**Register map, names as in the netlist**

Bar = 10 um.
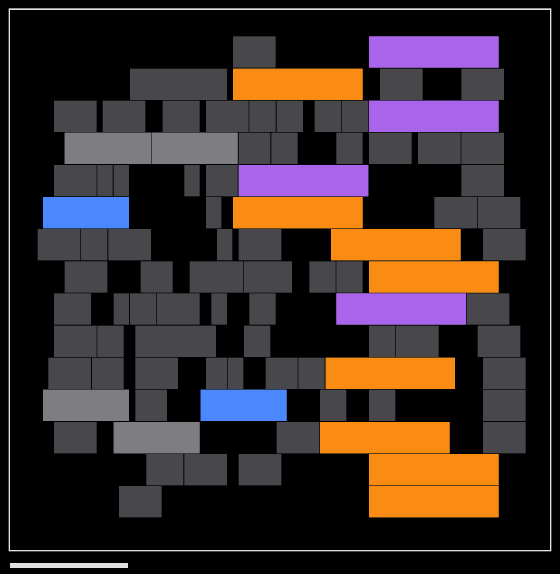
**Clock routing**

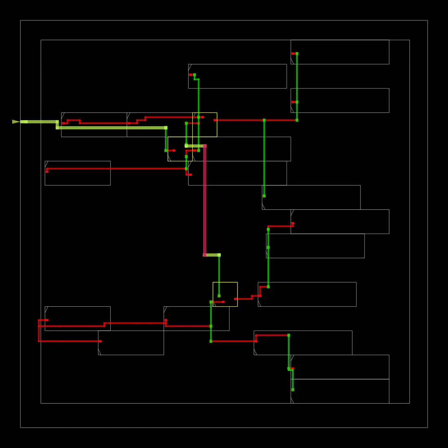
**Cell classes on the final placement**

Fill, decap, tap and diode cells in grey.
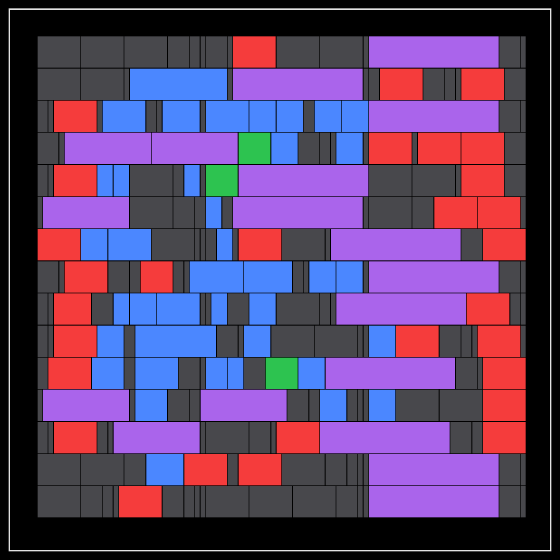
**Metal layers overlaid**

Bar = 10 um. Only two layers are drawn.
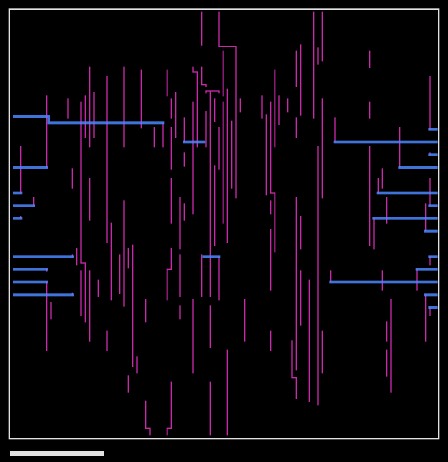
==> config.mk <==
export PLATFORM = sky130hd
export DESIGN_NAME = stream_demux_w_qos
export DESIGN_NICKNAME = d
export VERILOG_FILES = /design/src/rtl/stream_demux_w_qos.sv
export SDC_FILE = /design/constraint.sdc
export NUM_CORES = 1
export LEC_CHECK = 0
export ABC_CLOCK_PERIOD_IN_PS = 3500
export CAP_MARGIN = 20
export CORE_MARGIN = 2
export CORE_UTILIZATION = 45
export DETAILED_ROUTE_END_ITERATION = 6
export GPL_TIMING_DRIVEN = 0
export PLACE_DENSITY = 0.82
export REMOVE_ABC_BUFFERS = 1
export SYNTH_ARGS = -nofsm -noshare
export SYNTH_HDL_FRONTEND = slang
export SYNTH_SLANG_ARGS = --single-unit
export TNS_END_PERCENT = 50
==> constraint.sdc <==
create_clock -name clk -period 3.5 [get_ports clk]
set_input_delay 1.05 -clock clk [delete_from_list [all_inputs] [get_ports clk]]
set_output_delay 1.05 -clock clk [all_outputs]
set_load 0.01 [all_outputs]
==> CHANGELOG.md <==
## Implementation

- Status: complete, no violations
- CTS tree: built
- Buffers on Ports: 29
- Layout cells sized above 1: 11.1%
- RSZ-0062 raised after global routing: no
- Minimum clock period: 3320 ps
- Die height: 45.7 um
- Chip area: 2090 sq um
- Leak pwr: 0.428 nW
- Syn_area_per_cell: 13.1 sq um
- Synth unique cells: 18
- Cells after synthesis: 60
- DR iter-0 viols: 1
- Max reg flops: 8
- Sw power: 102 uW
- Depth of the CTS H-tree: 1
- Largest net degree at the start of global routing: 13
- Most numerous logic cell after layout: clkdlybuf4s50_1
- Reg2reg setup slack: 1480 ps
- R2r worst-path depth: 4
- Peak VDD IR: 311 uV
- Number of cells in Yosys stat: 60
- Gp weighted congestion: 0.639
- Worst setup margin: 182 ps
- # setup viols final: 0
- IO Pins: 30
- Ys Warns: 0
- Max cap viols: 0
- Period utilisation layout: 94.8%
- Via count: 521
- Crit Path Class: in -> out
- First-pass GRT wire length: 2010 um
- Tool warnings: 25
- Late-Pin Clk Latency: 280 ps
- Clock root buffer: clkbuf_4
- Most frequent logic cells in the routed design: clkdlybuf4s50_1 (28), and2_1 (13), edfxtp_1 (12), nand2_1 (6), dfxtp_1 (6)
- Iteration count of the initial detailed-routing pass: 2
- CP Capture Type: output port
- N_diodes: 0
- # placed instances: 103
-- 'register map, names as in the netlist' (at the start) --
| colour | netlist name | flops |
|---|---|---|
| purple | r_qos | 4 |
| blue | m_last_out | 2 |
| orange | r_data | 8 |
final core utilization: 65.7%
Flop area: 480 sq um
sequential share of cell area: 43.3%

-- 'clock routing' (at the start) --
# clk buffers: 3
clock buffers created by TritonCTS: 3
clock group total power: 97.2 uW

-- 'cell classes on the final placement' (at the start) --
| colour | class | cells |
|---|---|---|
| purple | flip-flops | 18 |
| green | cells driving clock nets | 3 |
| blue | all other logic | 39 |
| red | other buffers and delay cells | 30 |
Cell Rows: 15
final instance area: 1110 sq um
core footprint: 1690 sq um

-- 'metal layers overlaid' (at the start) --
| colour | layer | wire length |
|---|---|---|
| blue | met3 | 93.1 um |
| magenta | met2 | 637 um |
Total GRT Usage: 13.5%
final wirelength: 1290 um
DR WL/cell: 12.0 um

logic make-up after synthesis:
group	synth area share [%]
muxes	6.39
adders and majority gates	1.60
AOI/OAI and AO/OA	5.11
and+or+nand+nor	21.2
DFF	61.3
buffers and inverters	4.31
layout make-up:
cell class              count  area (sq um)  area share, %
clock buffers               3          22.5           2.03
inverters                   2          7.51          0.676
multi-input cells          37           282           25.4
flip-flops and latches     18           480           43.3
well taps                  17          21.3           1.92
repair buffers             30           297           26.7
critical path: stages:
cell and delay, ps:
clkdlybuf4s50_1 460, mux2i_4 180, mux2i_1 180, and2_1 130, dlygate4sd2_1 260
routing by layer:
metal	part of all wire, %	up-vias	global-route usage [%]
li1	-	264	-
met1	42	231	15.2
met2	49	24	24.8
met3	7.2	2	3.97
met4	0.93	0	3.43
met5	0	-	0
Power and IR drop assume default switching activity.
